==> src/rtl/axi_lite_reg_bank.sv <==
// axi_lite_reg_bank: AXI-Lite slave exposing a bank of byte-writable control/status registers
module axi_lite_reg_bank #(
  parameter int ADDR_WIDTH = 32,
  parameter int DATA_WIDTH = 32,
  parameter int NUM_REGS = 8,
  parameter logic [NUM_REGS-1:0] RO_MASK = '0,
  parameter logic [DATA_WIDTH-1:0] RESET_VAL = '0
) (
  input  logic                           clk,
  input  logic                           rst_n,
  input  logic [ADDR_WIDTH-1:0]          aw_addr,
  input  logic                           aw_valid,
  output logic                           aw_ready,
  input  logic [DATA_WIDTH-1:0]          w_data,
  input  logic [DATA_WIDTH/8-1:0]        w_strb,
  input  logic                           w_valid,
  output logic                           w_ready,
  output logic [1:0]                     b_resp,
  output logic                           b_valid,
  input  logic                           b_ready,
  input  logic [ADDR_WIDTH-1:0]          ar_addr,
  input  logic                           ar_valid,
  output logic                           ar_ready,
  output logic [DATA_WIDTH-1:0]          r_data,
  output logic [1:0]                     r_resp,
  output logic                           r_valid,
  input  logic                           r_ready,
  output logic [NUM_REGS*DATA_WIDTH-1:0] reg_q,
  input  logic [NUM_REGS*DATA_WIDTH-1:0] reg_hw_in,
  output logic [NUM_REGS-1:0]            wr_pulse
);
  localparam int SW = DATA_WIDTH / 8;
  localparam int LSB = $clog2(SW);
  localparam int WW = ADDR_WIDTH - LSB;
  localparam int IW = NUM_REGS > 1 ? $clog2(NUM_REGS) : 1;
  logic [DATA_WIDTH-1:0] regs [NUM_REGS];
  logic                  aw_held, w_held, aw_oor_q;
  logic [IW-1:0]         aw_idx_q;
  logic [DATA_WIDTH-1:0] w_data_q, wmask, wnew;
  logic [SW-1:0]         w_strb_q;
  logic [WW-1:0]         aw_word, ar_word;
  logic [IW-1:0]         ar_idx;
  logic                  aw_oor, ar_oor, commit, wr_en;
  logic                  unused_lsb;
  assign aw_word = aw_addr[ADDR_WIDTH-1:LSB];
  assign ar_word = ar_addr[ADDR_WIDTH-1:LSB];
  assign aw_oor = aw_word >= WW'(NUM_REGS);
  assign ar_oor = ar_word >= WW'(NUM_REGS);
  assign ar_idx = ar_word[IW-1:0];
  assign unused_lsb = ^{aw_addr[LSB-1:0], ar_addr[LSB-1:0]};
  // readies are forced low while reset is asserted so the port is fully quiet
  assign aw_ready = rst_n && !aw_held && !b_valid;
  assign w_ready = rst_n && !w_held && !b_valid;
  assign ar_ready = rst_n && !r_valid;
  assign commit = aw_held && w_held;
  assign wr_en = commit && !aw_oor_q && !RO_MASK[aw_idx_q] && |w_strb_q;
  always_comb begin
    wmask = '0;
    for (int k = 0; k < SW; k++) wmask[8*k +: 8] = {8{w_strb_q[k]}};
  end
  assign wnew = (regs[aw_idx_q] & ~wmask) | (w_data_q & wmask);
  always_ff @(posedge clk) begin
    if (!rst_n) begin
      aw_held  <= 1'b0;
      w_held   <= 1'b0;
      aw_oor_q <= 1'b0;
      aw_idx_q <= '0;
      w_data_q <= '0;
      w_strb_q <= '0;
      b_valid  <= 1'b0;
      b_resp   <= 2'b00;
      wr_pulse <= '0;
      r_valid  <= 1'b0;
      r_data   <= '0;
      r_resp   <= 2'b00;
      for (int i = 0; i < NUM_REGS; i++) regs[i] <= RESET_VAL;
    end else begin
      wr_pulse <= '0;
      if (aw_valid && aw_ready) begin
        aw_held  <= 1'b1;
        aw_idx_q <= aw_word[IW-1:0];
        aw_oor_q <= aw_oor;
      end
      if (w_valid && w_ready) begin
        w_held   <= 1'b1;
        w_data_q <= w_data;
        w_strb_q <= w_strb;
      end
      if (commit) begin
        aw_held <= 1'b0;
        w_held  <= 1'b0;
        b_valid <= 1'b1;
        b_resp  <= aw_oor_q ? 2'b11 : (RO_MASK[aw_idx_q] ? 2'b10 : 2'b00);
      end else if (b_valid && b_ready) begin
        b_valid <= 1'b0;
      end
      if (wr_en) begin
        regs[aw_idx_q]     <= wnew;
        wr_pulse[aw_idx_q] <= 1'b1;
      end
      // the read samples regs before this edge's commit, so it sees the old value
      if (ar_valid && ar_ready) begin
        r_valid <= 1'b1;
        r_resp  <= ar_oor ? 2'b11 : 2'b00;
        r_data  <= ar_oor ? '0 : (RO_MASK[ar_idx] ? reg_hw_in[ar_idx*DATA_WIDTH +: DATA_WIDTH] : regs[ar_idx]);
      end else if (r_valid && r_ready) begin
        r_valid <= 1'b0;
      end
    end
  end
  for (genvar i = 0; i < NUM_REGS; i++) begin : g_q
    assign reg_q[i*DATA_WIDTH +: DATA_WIDTH] = RO_MASK[i] ? '0 : regs[i];
  end
endmodule

==> config.mk <==
export PLATFORM = sky130hd
export DESIGN_NAME = axi_lite_reg_bank
export DESIGN_NICKNAME = d
export VERILOG_FILES = /design/src/rtl/axi_lite_reg_bank.sv
export SDC_FILE = /design/constraint.sdc
export NUM_CORES = 1
export LEC_CHECK = 0
export ABC_AREA = 1
export CAP_MARGIN = 20
export CORE_AREA = 2 2 259 261
export DETAILED_ROUTE_END_ITERATION = 7
export DIE_AREA = 0 0 261 263
export GPL_TIMING_DRIVEN = 0
export PLACE_DENSITY = 0.52
export SLEW_MARGIN = 20
export SYNTH_ARGS = -nofsm -noshare
export SYNTH_HDL_FRONTEND = slang
export SYNTH_SLANG_ARGS = --single-unit
export TNS_END_PERCENT = 20
==> constraint.sdc <==
create_clock -name clk -period 3.1 [get_ports clk]
set_input_delay 0.465 -clock clk [delete_from_list [all_inputs] [get_ports clk]]
set_output_delay 0.465 -clock clk [all_outputs]
set_load 0.02 [all_outputs]
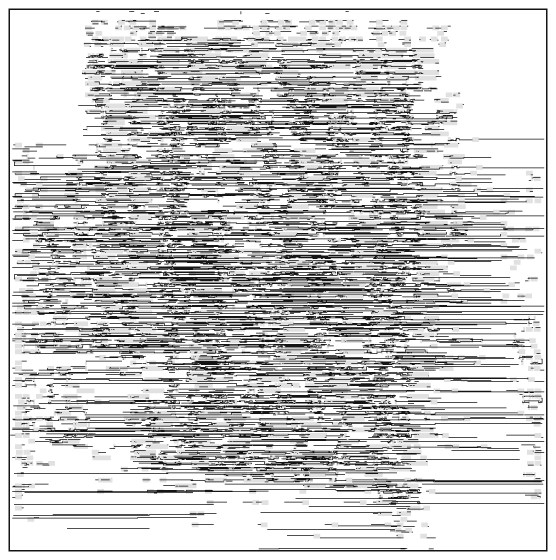
*Metal 1*
Cells faint in the background.
2299 nets have wire on it. The layer holds 41% of the routed length. The longest straight run is 119 µm. The wires run mostly horizontal. The layer carries 40.9 mm of wire.

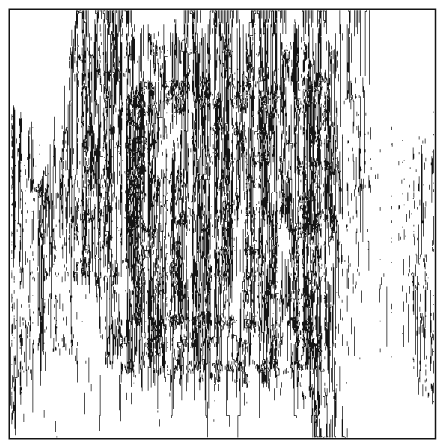
*Met2 routing*
The layer carries 40.7 mm of wire. 2141 nets have wire on it. The longest straight run is 99.4 µm. The layer holds 40% of the routed length.

==> results.sh <==
# source this file to load flow results
export IMPL_timing_critical_path_to_type="flip-flop"
export IMPL_finalSetupViolations=0
export IMPL_critPathMaxStageDelay_ns=0.62
export IMPL_worstHoldPathType="flip-flop to flip-flop"
export IMPL_r2r_start="w_strb_q[2]$_SDFFE_PN0P_"
export IMPL_status="finished clean"
export IMPL_peakVddDrop_mv=0.301
export IMPL_synth_top_cell_area_share_pct=44.4
export IMPL_final_min_clock_period_ns=2.93
export IMPL_die_area_mm2=0.0686
export IMPL_r2r_worst_path_cells=6
export IMPL_clock_sink_count=345
export IMPL_boundaryPins=668
export IMPL_fillCellCount=6794
export IMPL_die_x_um=261
export IMPL_ctsRootBufferMaster="sky130_fd_sc_hd__clkbuf_16"
export IMPL_yosys_most_used_dff="sky130_fd_sc_hd__edfxtp_1"
export IMPL_cts_repair_timing_setup_buffer_count=0
export IMPL_antenna_diode_count=0
export IMPL_grt_pass1_vias=17583
export IMPL_die_height_um=263
export IMPL_hold_start="r_data[4]$_SDFFE_PN0P_"
export IMPL_yosysSeqAreaShare_pct=54.7
export IMPL_setup_tns_ns=0
export IMPL_syn_to_final_growth_pct=37.6
export IMPL_pin_count_of_the_biggest_net_entering_global_routing=33
export IMPL_critPathSlowestCell="sky130_fd_sc_hd__nand2_4"
export IMPL_worst_endpoint_data_arrival_time_ns=3.13
export IMPL_finalMaxSlewViolations=0
export IMPL_synth_area_mm2=0.0173
export IMPL_slew_at_the_pin_closest_to_its_max_slew_limit_ns=1.29
export IMPL_reg2reg_slack_ns=0.17
export IMPL_final_hold_vios=0
export IMPL_fin_cells=3322
export IMPL_yosys_area_top_type="sky130_fd_sc_hd__edfxtp_1"
export IMPL_gate_family_responsible_for_the_most_delay_along_the_worst_path="simple AND/OR/NAND/NOR gates"
export IMPL_detail_route_drc_violations=0
export IMPL_cp_cell_sequence="clkbuf_2, nor3_1, a21oi_4, nand3_2, buf_2, nand2_4"
export IMPL_grt_pass1_wl_mm=136
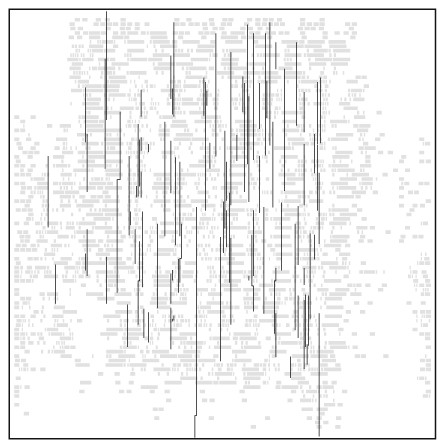
*Met4 routing*
Cells faint in the background.
The layer holds 3.7% of the routed length. The wires run mostly vertical. 61 nets have wire on it.

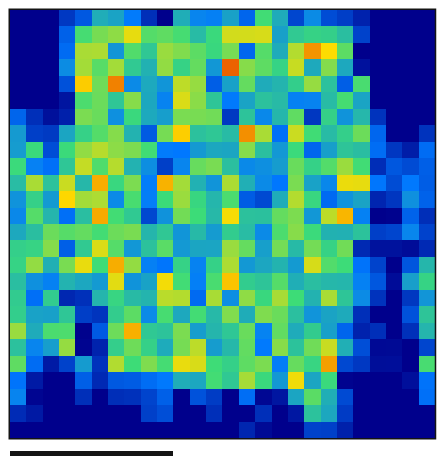
*Cell area per tile*
Bar = 100 µm. 26 x 26 tiles, from dark blue (low) to red (high), 0 to 100% covered.
17% of the tiles are nearly empty. The mean over all tiles is 33%. 2.2% of the tiles are over 75% full.

area by class of cell:
| class | count | area share [%] |
|---|---|---|
| multi-input cells | 1328 | 27.8 |
| well taps | 864 | 4.54 |
| repair buffers | 403 | 16.9 |
| clock inverters | 20 | 0.887 |
| clock buffers | 52 | 4.74 |
| flip-flops and latches | 345 | 39.7 |
| inverters | 159 | 2.50 |
| plain buffers | 151 | 2.89 |
registers in the layout, summed over array words and instances (netlist names), named ones only:
register,flops
r_data,32
b_resp,1
aw_held,1
b_valid,1
r_valid,1
w_held,1
r_resp,1
regs,256
aw_idx_q,3
wr_pulse,8
w_data_q,32
w_strb_q,4
aw_oor_q,1
through the flow:
stage          instance area [µm²]  hold slack [ns]  util (%)
3_5_place_dp                 22500            0.457      34.3
3_3_place_gp                 22400            0.456      34.2
5_1_grt                      23800            0.483      36.3
6_report                     23800            0.465      36.3
2_1_floorplan                17300            0.455         -
4_1_cts                      23800            0.466      36.3
worst min-delay path, cell delays in order, from the launching register on:
cell and delay [ns]:
sky130_fd_sc_hd__dfxtp_1 0.31, sky130_fd_sc_hd__nand2_1 0.06, sky130_fd_sc_hd__a21oi_1 0.06
per-layer routing:
layer	wire length, µm	up-vias	part of all wire, %	GRT usage (%)
li1	-	7870	-	-
met1	40900	8850	41	38.4
met2	40700	1464	40	40.1
met3	15400	220	15	11.4
met4	3720	0	3.7	10.5
met5	0	-	0	0
cells by family (layout without fill, tap and decap cells):
logic type | count (synthesis) | in the layout | share of synthesized area, %
buf+inv | 310 | 785 | 7.42
compound gates | 574 | 574 | 19.7
flops | 345 | 345 | 54.7
simple gates | 754 | 754 | 18.2
report_power, final:
group / switching, µW / internal, µW
sequential: 176 / 5120
clock: 2020 / 2910
combinational: 1400 / 633
total: 3590 / 8660
